### Metal 1, run 1

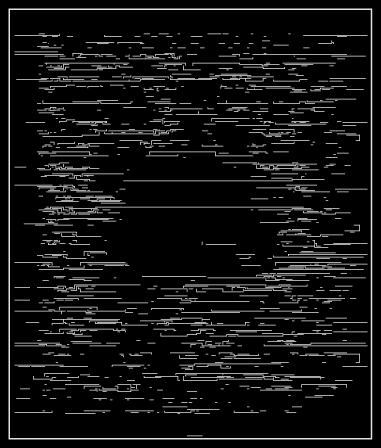
### M2 wires, run 1

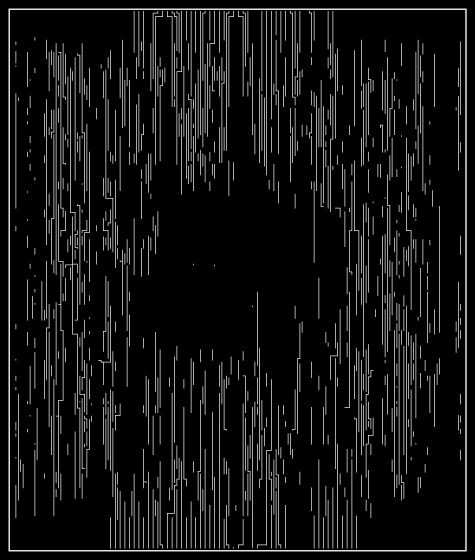
### Met3 routing, run 1

The bar under the picture is 20 um long.
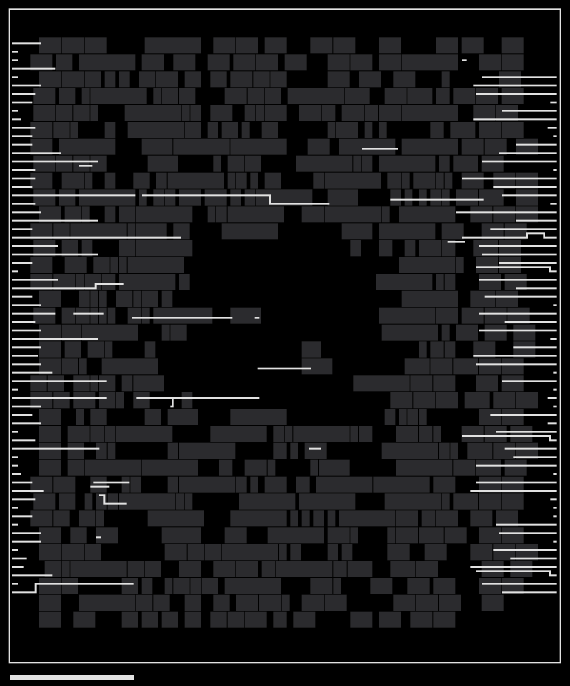
### config.mk
export PLATFORM = sky130hd
export DESIGN_NAME = sram_bank_arbiter
export DESIGN_NICKNAME = d
export VERILOG_FILES = /design/src/rtl/sram_bank_arbiter.sv
export SDC_FILE = /design/constraint.sdc
export NUM_CORES = 1
export LEC_CHECK = 0
export CAP_MARGIN = 25
export CORE_ASPECT_RATIO = 1.2
export CORE_MARGIN = 3
export CORE_UTILIZATION = 39
export DETAILED_ROUTE_END_ITERATION = 8
export PLACE_DENSITY = 0.86
export SLEW_MARGIN = 20
export SYNTH_ARGS = -nofsm -noshare
export SYNTH_HDL_FRONTEND = slang
export SYNTH_SLANG_ARGS = --single-unit
### constraint.sdc
create_clock -name clk -period 5.8 [get_ports clk]
set_clock_uncertainty 0.1 [all_clocks]
set_input_delay 0.58 -clock clk [delete_from_list [all_inputs] [get_ports clk]]
set_output_delay 0.58 -clock clk [all_outputs]
set_load 0.1 [all_outputs]
### src/rtl/sram_bank_arbiter.sv
// ============================================================================
// Module      : sram_bank_arbiter
// Description : Arbitrates a CPU port and a management Wishbone port onto the
//               shared macro bus of NBANKS SRAM word banks, with a 1-cycle read path.
// Revision    : 1.0 - initial release
// ============================================================================
`default_nettype none

module sram_bank_arbiter #(
  parameter int NBANKS  = 4,
  parameter int BANK_AW = 9,
  parameter int DW      = 16,
  parameter int RR_MODE = 0,
  localparam int BW = (NBANKS > 1) ? $clog2(NBANKS) : 1,
  localparam int AW = BANK_AW + BW,
  localparam int NB = DW / 8
) (
  input  logic                 clk,
  input  logic                 rst,
  input  logic                 cpu_req,
  input  logic                 cpu_we,
  input  logic [AW-1:0]        cpu_addr,
  input  logic [DW-1:0]        cpu_wdata,
  output logic                 cpu_gnt,
  output logic [DW-1:0]        cpu_rdata,
  output logic                 cpu_rvalid,
  input  logic                 wb_req,
  input  logic                 wb_we,
  input  logic [NB-1:0]        wb_sel,
  input  logic [AW-1:0]        wb_addr,
  input  logic [DW-1:0]        wb_wdata,
  output logic [DW-1:0]        wb_rdata,
  output logic                 wb_ack,
  output logic [NBANKS-1:0]    mem_cenb,
  output logic                 mem_gwenb,
  output logic [DW-1:0]        mem_wenb,
  output logic [BANK_AW-1:0]   mem_a,
  output logic [DW-1:0]        mem_d,
  input  logic [NBANKS*DW-1:0] mem_q
);

  localparam logic [BW:0] c_nbanks = (BW+1)'(NBANKS);

  logic               r_last_wb;
  logic               r_cpu_rvalid;
  logic               r_wb_ack;
  logic               r_wb_rd;
  logic [BW-1:0]      r_bank;
  logic               r_bank_ok;
  logic [BANK_AW-1:0] r_mem_a;
  logic [DW-1:0]      r_mem_d;
  logic [DW-1:0]      r_cpu_rdata;
  logic [DW-1:0]      r_wb_rdata;

  logic               w_wb_elig;
  logic               w_gnt_cpu;
  logic               w_gnt_wb;
  logic               w_gnt;
  logic               w_we;
  logic [AW-1:0]      w_addr;
  logic [DW-1:0]      w_wdata;
  logic [BW-1:0]      w_bank;
  logic               w_bank_ok;
  logic [DW-1:0]      w_qsel;

  // A WB request is ineligible during its own ack cycle, which caps WB at one access per two cycles
  always_comb begin
    w_gnt_cpu = 1'b0;
    w_gnt_wb  = 1'b0;
    w_wb_elig = wb_req & ~r_wb_ack;
    if (!rst) begin
      if (RR_MODE == 0) begin
        w_gnt_cpu = cpu_req;
        w_gnt_wb  = w_wb_elig & ~cpu_req;
      end else if (cpu_req && w_wb_elig) begin
        w_gnt_cpu = r_last_wb;
        w_gnt_wb  = ~r_last_wb;
      end else begin
        w_gnt_cpu = cpu_req;
        w_gnt_wb  = w_wb_elig;
      end
    end
  end

  assign w_gnt     = w_gnt_cpu | w_gnt_wb;
  assign w_we      = w_gnt_wb ? wb_we    : cpu_we;
  assign w_addr    = w_gnt_wb ? wb_addr  : cpu_addr;
  assign w_wdata   = w_gnt_wb ? wb_wdata : cpu_wdata;
  assign w_bank    = w_addr[AW-1:BANK_AW];
  assign w_bank_ok = ({1'b0, w_bank} < c_nbanks);

  always_comb begin
    mem_cenb  = '1;
    mem_gwenb = 1'b1;
    mem_wenb  = '1;
    mem_a     = r_mem_a;
    mem_d     = r_mem_d;
    if (w_gnt) begin
      mem_a     = w_addr[BANK_AW-1:0];
      mem_d     = w_wdata;
      mem_gwenb = ~w_we;
      for (int k = 0; k < NBANKS; k++) begin
        if (w_bank == BW'(k)) mem_cenb[k] = 1'b0;
      end
      if (w_we) begin
        if (w_gnt_cpu) begin
          mem_wenb = '0;
        end else begin
          for (int i = 0; i < NB; i++) mem_wenb[i*8 +: 8] = {8{~wb_sel[i]}};
        end
      end
    end
  end

  always_ff @(posedge clk or posedge rst) begin
    if (rst) begin
      r_last_wb    <= 1'b1;
      r_cpu_rvalid <= 1'b0;
      r_wb_ack     <= 1'b0;
      r_wb_rd      <= 1'b0;
      r_bank       <= '0;
      r_bank_ok    <= 1'b0;
      r_mem_a      <= '0;
      r_mem_d      <= '0;
    end else begin
      r_cpu_rvalid <= w_gnt_cpu & ~cpu_we;
      r_wb_ack     <= w_gnt_wb;
      r_wb_rd      <= w_gnt_wb & ~wb_we;
      if (w_gnt) begin
        r_last_wb <= w_gnt_wb;
        r_bank    <= w_bank;
        r_bank_ok <= w_bank_ok;
        r_mem_a   <= w_addr[BANK_AW-1:0];
        r_mem_d   <= w_wdata;
      end
    end
  end

  // Macro outputs arrive one cycle after the access; out-of-range banks read as zero
  always_comb begin
    w_qsel = '0;
    for (int k = 0; k < NBANKS; k++) begin
      if (r_bank == BW'(k)) w_qsel = mem_q[k*DW +: DW];
    end
    if (!r_bank_ok) w_qsel = '0;
  end

  always_ff @(posedge clk or posedge rst) begin
    if (rst) begin
      r_cpu_rdata <= '0;
      r_wb_rdata  <= '0;
    end else begin
      if (r_cpu_rvalid)        r_cpu_rdata <= w_qsel;
      if (r_wb_ack && r_wb_rd) r_wb_rdata  <= w_qsel;
    end
  end

  assign cpu_gnt    = w_gnt_cpu;
  assign cpu_rvalid = r_cpu_rvalid;
  assign cpu_rdata  = r_cpu_rvalid ? w_qsel : r_cpu_rdata;
  assign wb_ack     = r_wb_ack;
  assign wb_rdata   = (r_wb_ack && r_wb_rd) ? w_qsel : r_wb_rdata;

endmodule

`default_nettype wire

==> metrics.yaml, run 1 <==
outcome:
  run_status: "completed"
clocking:
  h-tree-depth: 3
  post-cts-setup-buffer-count: 0
  cts_num_sinks: 63
  max-clock-path-buffers: 2
  cts_inserted_buffers: 9
  cts-resized-gates: 0
  cts_tree: "yes"
  clk_transition_reported_paths_ps: 60
  cts_hold_repair.buffers: 0
  cts_root_buffer: "clkbuf_8"
  clock_insertion_delay_at_the_later_pin_of_the_skew_report_ps: 320
power:
  pwr-share-clk: 0.171
  power.switching_mw: 0.985
  power.share.combinational: 0.541
  powerDensity_nw_per_um2: 373
  p_seq_frac: 0.289
  cellLeakagePower_nw: 2.39
  ir_drop_mv: 0.211
  internal_power_mw: 0.961
worst_setup_path:
  worst_r2r_setup_slack_ps: 3770
  r2r_start: "r_bank[0]$_DFFE_PP0N_"
  crit-reg2reg-capture: "r_wb_rdata[14]$_DFF_PP0_"
  path_type_of_the_worst_setup_path: "input port to output pin"
  cp_data_arrival_time_ps: 3360
  critPathMaxStageDelay_ps: 800
  worst_setup_path_start_kind: "input port"
  ff2ff_path_depth: 3
  worst-path-max-fanout: 33
  launch_point_of_the_critical_path: "rst"
  worstPathCellList: "clkdlybuf4s50_1 -> nand2b_1 -> inv_1 -> o21ai_0 -> buf_4"
  worst-endpoint-required_ps: 5120
  critical_path.endpoint: "mem_wenb[14]"
  endpoint_kind: "output pin"
  slowest_stage: "o21ai_0"
route:
  route.detailed.drc: 0
  highest_layer: "met4"
  detail-route-antenna-nets: 0
  average_via_count_per_standard_cell: 5.16
  post_drt_wl_per_cell_um: 16.3
  m1WireLength_um: 3730
  dr_wl_met3_um: 979
  drt_iter0_drc: 90
  drtPass1Iterations: 4
  routed-wl-met2_um: 4930
logic_synthesis:
  mappedNetlistArea_sq_um: 3180
  synth-seq-area-share: 0.495
  synthAoiAreaFrac: 0.135
  postSynthNetCount: 446
  synth_stat.cells: 320
  synth.cellmix.xorXnorShare: 0
  yosys-stat-area_sq_um: 3180
  muxShareOfSynthArea: 0.157
  synth_flops: 63
  synth-warning-count: 0
  synth.cellmix.simpleShare: 0.117
  synthAdderAreaFrac: 0
  top_logic_family: "multiplexers"
  syn_inst: 320
  synth_area_per_cell_sq_um: 9.95
  synthDistinctLibCells: 25
final_layout:
  dominant_cells: "buffers"
  multi_input_comb_area_sq_um: 1300
  inverters_excl_clock: 20
  layout.filler_cells: 649
  seq_cells: 63
  finalInstanceArea_sq_um: 5220
  seq_share: 0.302
  clk_buf: 11
  diodes: 0
  clock_area_frac: 0.0336
  number_of_non_clock_buffers: 209
  nMultiInputCombCells: 199
  layout_top_cell: "clkdlybuf4s50_1"
  drive_above_1_share: 0.164
  syn_to_final_growth_pct: 63.9
  area.share.combinational: 0.250
  buf_share: 0.378
  sequential_cell_area_sq_um: 1580
  layout_top_cells_excl_fill_tap: "161 x clkdlybuf4s50_1, 62 x dfrtp_1, 48 x nand2_1, 48 x buf_4, 32 x mux2i_1"
  nets: 628
flow_run:
  drv_cap: 0
  warnings: 26
global_route:
  grt_max_degree: 64
  number_of_antenna_violations_at_the_first_check_in_global_routing: 0
  globalRouteOverflowTotal: 0
  grt-busiest-layer: "met2"
  grtUsageTotal: 0.208
  first_global_vias: 3120
  grt_pass1_wl_um: 15200
floorplan:
  die_x_um: 88.5
  tap_cells: 92
  floorplan.rows: 35
  placeableCoreArea_sq_um: 7790
  dieHeight_um: 105
  design.portCount: 207
  fp.dieArea_sq_um: 9290
placed_design:
  placement.io_buffers: 206
  placer_congestion: 0.747
  dpl-instance-area_sq_um: 5040
  dp.final_hpwl_um: 7630
hold_path:
  holdPathStages: 2
  hp-start: "r_wb_rdata[8]$_DFF_PP0_"
  min_delay_worst_endpoint: "r_wb_rdata[8]$_DFF_PP0_"
  hp-class: "flop to flop"
timing:
  timing.fmax_mhz: 247
  post-route-period-util: 0.697
  fin_crit_ps: 4040
  final.setup.tns_ps: 0
  timing_worst_slew_pin_value_ps: 1020
  timing.slew.headroom: 0.322
  final-max-slew-violation-count: 0
  rsz0062_at_grt: "no"
  final-hold-violation-count: 0
  report.final.setup_viol: 0
-- 'Metal 1' (at the start) --
The layer holds 38% of the routed length. The wires run mostly horizontal. The longest straight run is 51.1 um. 519 nets have wire on it. The layer carries 3730 um of wire.
met1 routing resource usage after global routing: 0.235
total via count in the routed design: 3091

-- 'M2 wires' (at the start) --
The layer carries 4930 um of wire. The longest straight run is 44.9 um.
overall routed net length: 9770 um
met2 usage in global routing: 0.364

-- 'Met3 routing' (at the start) --
The longest straight run is 26.9 um. The layer holds 10% of the routed length.
GR Layer Usage met3: 0.0718

run 1: stage by stage:
| step | std cells | setup WS (ps) | util | hold slack (ps) | power, mW |
|---|---|---|---|---|---|
| 2_1_floorplan | 320 | 391 | - | 363 | 1.35 |
| 3_3_place_gp | 583 | 1920 | 0.647 | 372 | 1.61 |
| 3_5_place_dp | 583 | 1790 | 0.647 | 383 | 1.63 |
| 4_1_cts | 599 | 1770 | 0.670 | 402 | 1.96 |
| 5_1_grt | 599 | 1540 | 0.670 | 424 | 2.03 |
| 6_report | 599 | 1760 | 0.670 | 394 | 1.95 |
run 1: flip-flops by register name, summed over array words and instances (netlist names):
| register | count |
|---|---|
| r_mem_a | 9 |
| r_bank_ok | 1 |
| r_mem_d | 16 |
| cpu_rvalid | 1 |
| r_cpu_rdata | 16 |
| r_wb_rdata | 16 |
| wb_ack | 1 |
| r_wb_rd | 1 |
| r_bank | 2 |
run 1: Yosys cell counts, drive strengths merged:
cell type	number	area share
clkinv	1	0.0016
a31oi	3	0.0059
nand3	26	0.041
nand2	48	0.057
and3	1	0.0020
clkbuf	11	0.013
buf	27	0.059
or4b	1	0.0031
nor3	2	0.0031
inv	19	0.022
dfrtp	63	0.50
a22o	1	0.0055
o22ai	16	0.031
nor2	6	0.0071
a22oi	26	0.061
nand2b	1	0.0020
mux2i	32	0.10
o21ai	18	0.028
o22a	1	0.0028
or3	1	0.0020
mux2	16	0.057
run 1: power by group through the flow:
stage               Clock [mW]  Sequential (mW)  Combinational (mW)
finish                   0.332            0.562                1.05
global route             0.364            0.569                1.09
CTS                      0.339            0.562                1.06
detailed placement           0            0.570                1.06
global placement             0            0.565                1.04
floorplan                    0            0.544               0.808
run 1: worst max-delay path: cells and delay by family:
kind	cells	cell delay [ps]
compound gates	1	800
simple gates	1	460
buf+inv	3	1520
### Track usage over the die, run 1

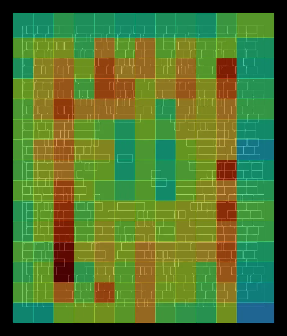

==> run 2: changes to the inputs <==
- CORE_UTILIZATION: 39 -> 37
- PLACE_DENSITY: 0.86 -> 0.82
- clock period: 5.8 -> 3.8 ns (I/O delays scaled with it)
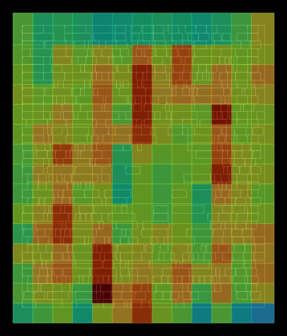
*Track usage over the die, run 2*
GR Layer Usage met3: 0.0902
met1 routing resource usage after global routing: 0.230
final design utilization: 0.698

==> metrics.yaml, run 2 <==
final_layout:
  seq_share: 0.274  # was 0.302
  inverters_excl_clock: 20  # unchanged
  syn_to_final_growth_pct: 80.7  # was 63.9%
  diodes: 0  # unchanged
  dominant_cells: "buffers"  # unchanged
  buf_share: 0.427  # was 0.378
  number_of_non_clock_buffers: 210  # was 209
  multi_input_comb_area_sq_um: 1310  # was 1300 sq um
  layout_top_cells_excl_fill_tap: "127 x clkdlybuf4s50_1, 62 x dfrtp_1, 48 x nand2_1"  # was 161 x clkdlybuf4s50_1, 62 x dfrtp_1, 48 x nand2_1, 48 x buf_4, 32 x mux2i_1
  clock_area_frac: 0.0331  # was 0.0336
  nets: 629  # was 628
  layout_top_cell: "clkdlybuf4s50_1"  # unchanged
  layout_top_registers: "r_cpu_rdata (16), r_mem_d (16), r_wb_rdata (16)"  # unchanged
  clk_buf: 12  # was 11
  drive_above_1_share: 0.234  # was 0.164
  nMultiInputCombCells: 199  # unchanged
  area.share.combinational: 0.228  # was 0.250
  seq_cells: 63  # unchanged
  layout.filler_cells: 605  # was 649
  sequential_cell_area_sq_um: 1580  # unchanged
  fin_cells: 622  # was 599
clocking:
  clock_insertion_delay_at_the_later_pin_of_the_skew_report_ps: 320  # about the same
  clk_transition_reported_paths_ps: 60  # about the same
  cts-resized-gates: 0  # unchanged
  cts_tree: "yes"  # unchanged
  cts_hold_repair.buffers: 0  # unchanged
  cts_inserted_buffers: 9  # unchanged
  post-cts-setup-buffer-count: 0  # unchanged
  h-tree-depth: 3  # unchanged
  cts_root_buffer: "clkbuf_8"  # unchanged
  cts_num_sinks: 63  # unchanged
  max-clock-path-buffers: 2  # unchanged
logic_synthesis:
  synthAoiAreaFrac: 0.135  # unchanged
  mappedNetlistArea_sq_um: 3180  # unchanged
  synth_area_per_cell_sq_um: 9.95  # unchanged
  number_of_enable_flip_flop_cells: 0  # unchanged
  post_synth_most_frequent_cells: "63 x dfrtp_1, 48 x nand2_1, 32 x mux2i_1"  # unchanged
  synth_dominant_cell_count: "dfrtp_1"  # unchanged
  top_logic_family: "multiplexers"  # unchanged
  synth.cellmix.xorXnorShare: 0  # unchanged
  ys.flop_type: "dfrtp_1"  # unchanged
  synthTopCellsByArea: "dfrtp_1 50%, mux2i_1 10%, a22oi_1 6.1%"  # unchanged
  yosys.area.top_type: "dfrtp_1"  # unchanged
  syn_inst: 320  # unchanged
  synthAdderAreaFrac: 0  # unchanged
  synthDistinctLibCells: 25  # unchanged
  synth_async_sr_flop_share: 1.00  # unchanged
  synth-warning-count: 0  # unchanged
  synth_stat.cells: 320  # unchanged
  synth.top_cell.area_share: 0.495  # unchanged
  synth_flops: 63  # unchanged
  synth-seq-area-share: 0.495  # unchanged
  yosys-stat-area_sq_um: 3180  # unchanged
  postSynthNetCount: 446  # unchanged
  synth.cellmix.simpleShare: 0.117  # unchanged
  muxShareOfSynthArea: 0.157  # unchanged
worst_setup_path:
  slowest_stage: "dfrtp_2"  # was o21ai_0
  worstPathCellList: "mux2i_1 -> mux2_2 -> o21ai_0 -> buf_4"  # was clkdlybuf4s50_1 -> nand2b_1 -> inv_1 -> o21ai_0 -> buf_4
  worst_r2r_setup_slack_ps: 1720  # was 3770 ps
  ff2ff_path_depth: 3  # unchanged
  endpoint_kind: "output pin"  # unchanged
  cp_data_arrival_time_ps: 2530  # was 3360 ps
  worst-path-max-fanout: 33  # unchanged
  timing.critical_path.max_delay_family: "flip-flops"  # was buffers and inverters
  worst-endpoint-required_ps: 3320  # was 5120 ps
  path_type_of_the_worst_setup_path: "flop to output pin"  # was input port to output pin
  critPathMaxStageDelay_ps: 970  # was 800 ps
  crit-reg2reg-capture: "r_wb_rdata[14]$_DFF_PP0_"  # unchanged
  r2r_start: "r_bank[0]$_DFFE_PP0N_"  # unchanged
  worst_setup_path_start_kind: "flop"  # was input port
  worst-path-buf-inv: 1  # was 3
floorplan:
  tap_cells: 114  # was 92
  fp-utilization: 0.386  # was 0.409
  floorplan.rows: 36  # was 35
  fp.dieArea_sq_um: 9760  # was 9290 sq um
  placeableCoreArea_sq_um: 8240  # was 7790 sq um
  design.portCount: 207  # unchanged
  dieHeight_um: 108  # was 105 um
  die_x_um: 90.7  # was 88.5 um
global_route:
  globalRouteOverflowTotal: 0  # unchanged
  grt_pass1_wl_um: 16800  # was 15200 um
  number_of_antenna_violations_at_the_first_check_in_global_routing: 0  # unchanged
  first_global_vias: 3398  # was 3120
  grt_max_degree: 38  # was 64
  grtUsageTotal: 0.218  # was 0.208
hold_path:
  hp-start: "r_bank_ok$_DFFE_PP0N_"  # was r_wb_rdata[8]$_DFF_PP0_
  hp-class: "flop to flop"  # unchanged
  holdPathStages: 1  # was 2
  min_delay_worst_endpoint: "r_bank_ok$_DFFE_PP0N_"  # was r_wb_rdata[8]$_DFF_PP0_
route:
  drt_iter0_drc: 113  # was 90
  dr_wl_met3_um: 1200  # was 979 um
  average_via_count_per_standard_cell: 5.11  # was 5.16
  m1WireLength_um: 3750  # was 3730 um
  drtPass1Iterations: 5  # was 4
  detail-route-antenna-nets: 0  # unchanged
  route.detailed.drc: 0  # unchanged
  routed-wl-met2_um: 5550  # was 4930 um
  post_drt_wl_per_cell_um: 17.3  # was 16.3 um
  highest_layer: "met4"  # unchanged
timing:
  post-route-period-util: 0.792
  timing_worst_slew_pin_value_ps: 966  # was 1020 ps
  report.final.setup_viol: 0  # unchanged
  timing.fmax_mhz: 332
  final-max-slew-violation-count: 0  # unchanged
  timing.slew.headroom: 0.354  # was 0.322
  rsz0062_at_grt: "no"  # unchanged
  final-hold-violation-count: 0  # unchanged
  fin_crit_ps: 3010
placed_design:
  dp.final_hpwl_um: 8330  # was 7630 um
  placer_congestion: 0.757  # was 0.747
  place_inst: 606  # was 583
  placement.io_buffers: 206  # unchanged
power:
  ir_drop_mv: 0.323  # was 0.211 mV
  cellLeakagePower_nw: 2.66  # was 2.39 nW
  finalPower_mw: 3.16  # was 1.95 mW
  powerDensity_nw_per_um2: 548  # was 373 nW/um^2
flow_run:
  drv_cap: 0  # unchanged
  warnings: 27  # was 26
outcome:
  run_status: "completed"  # unchanged
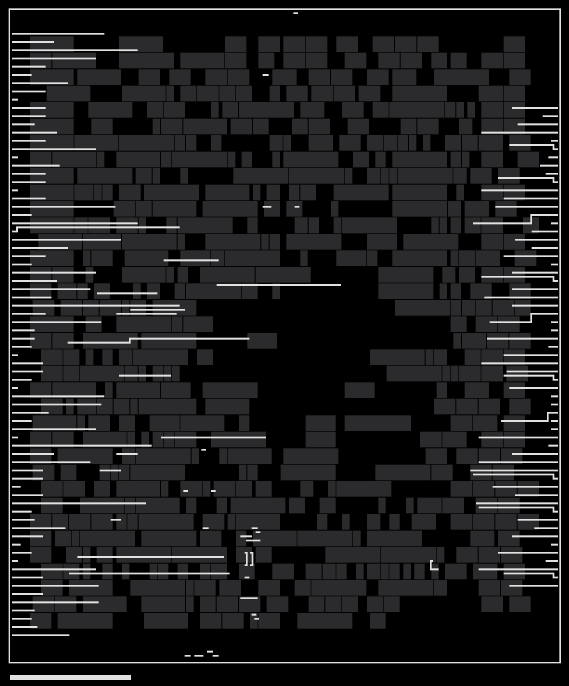
*Met3 routing, run 2*
The bar under the picture is 20 um long.
154 nets have wire on it. The layer carries 1200 um of wire.
total via count in the routed design: 3178
overall routed net length: 10800 um

==> run 2: netlist changes by cell type in the layout (fill, tap and decap cells not counted) <==
| cell | change |
|---|---|
| buf_12 | +45 |
| buf_4 | -10 |
| bufinv_16 | +1 |
| clkbuf_1 | +1 |
| clkdlybuf4s50_1 | -34 |
| clkinv_2 | +1 |
| clkinv_4 | -1 |
| clkinvlp_4 | -2 |
| o21ai_0 | -1 |
| o21ai_1 | -1 |
| o21ai_2 | +2 |
==> run 2: stage by stage <==
step	cell area [sq um]	hold WS, ps	setup TNS [ps]	setup slack, ps	utilization
3_3_place_gp	5560	376	0	932	0.675
6_report	5750	399	0	790	0.698
2_1_floorplan	3190	346	-7540	-308	-
4_1_cts	5750	401	0	805	0.698
5_1_grt	5750	432	0	700	0.698
3_5_place_dp	5560	387	0	890	0.675
==> run 2: report_power, final <==
group          switching [mW]  internal (mW)  leakage [nW]
logic                    1.21          0.529          1.82
clock network           0.241          0.318         0.100
registers              0.0720          0.785         0.738
==> run 2: how the worst max path moves through the flow <==
| stage | startpoint | to | slack [ps] | cells past startpoint |
|---|---|---|---|---|
| 3_3_place_gp | cpu_req | mem_wenb[4] | 930 | 6 |
| 5_1_grt | r_bank[0]$_DFFE_PP0N_ | wb_rdata[14] | 700 | 4 |
| 2_1_floorplan | wb_ack$_DFF_PP0_ | wb_rdata[10] | -310 | 3 |
| 6_report | r_bank[0]$_DFFE_PP0N_ | wb_rdata[14] | 790 | 4 |
| 3_5_place_dp | cpu_req | mem_wenb[7] | 890 | 6 |
| 4_1_cts | r_bank[0]$_DFFE_PP0N_ | wb_rdata[14] | 800 | 4 |
==> run 2: per-layer routing <==
metal,vias to the layer above,track usage
met3,22,0.0902
met2,185,0.392
met4,0,0.0766
met1,1498,0.230
li1,1473,-
met5,-,0
Power figures rest on the tool's default switching activity, not on a simulated workload.
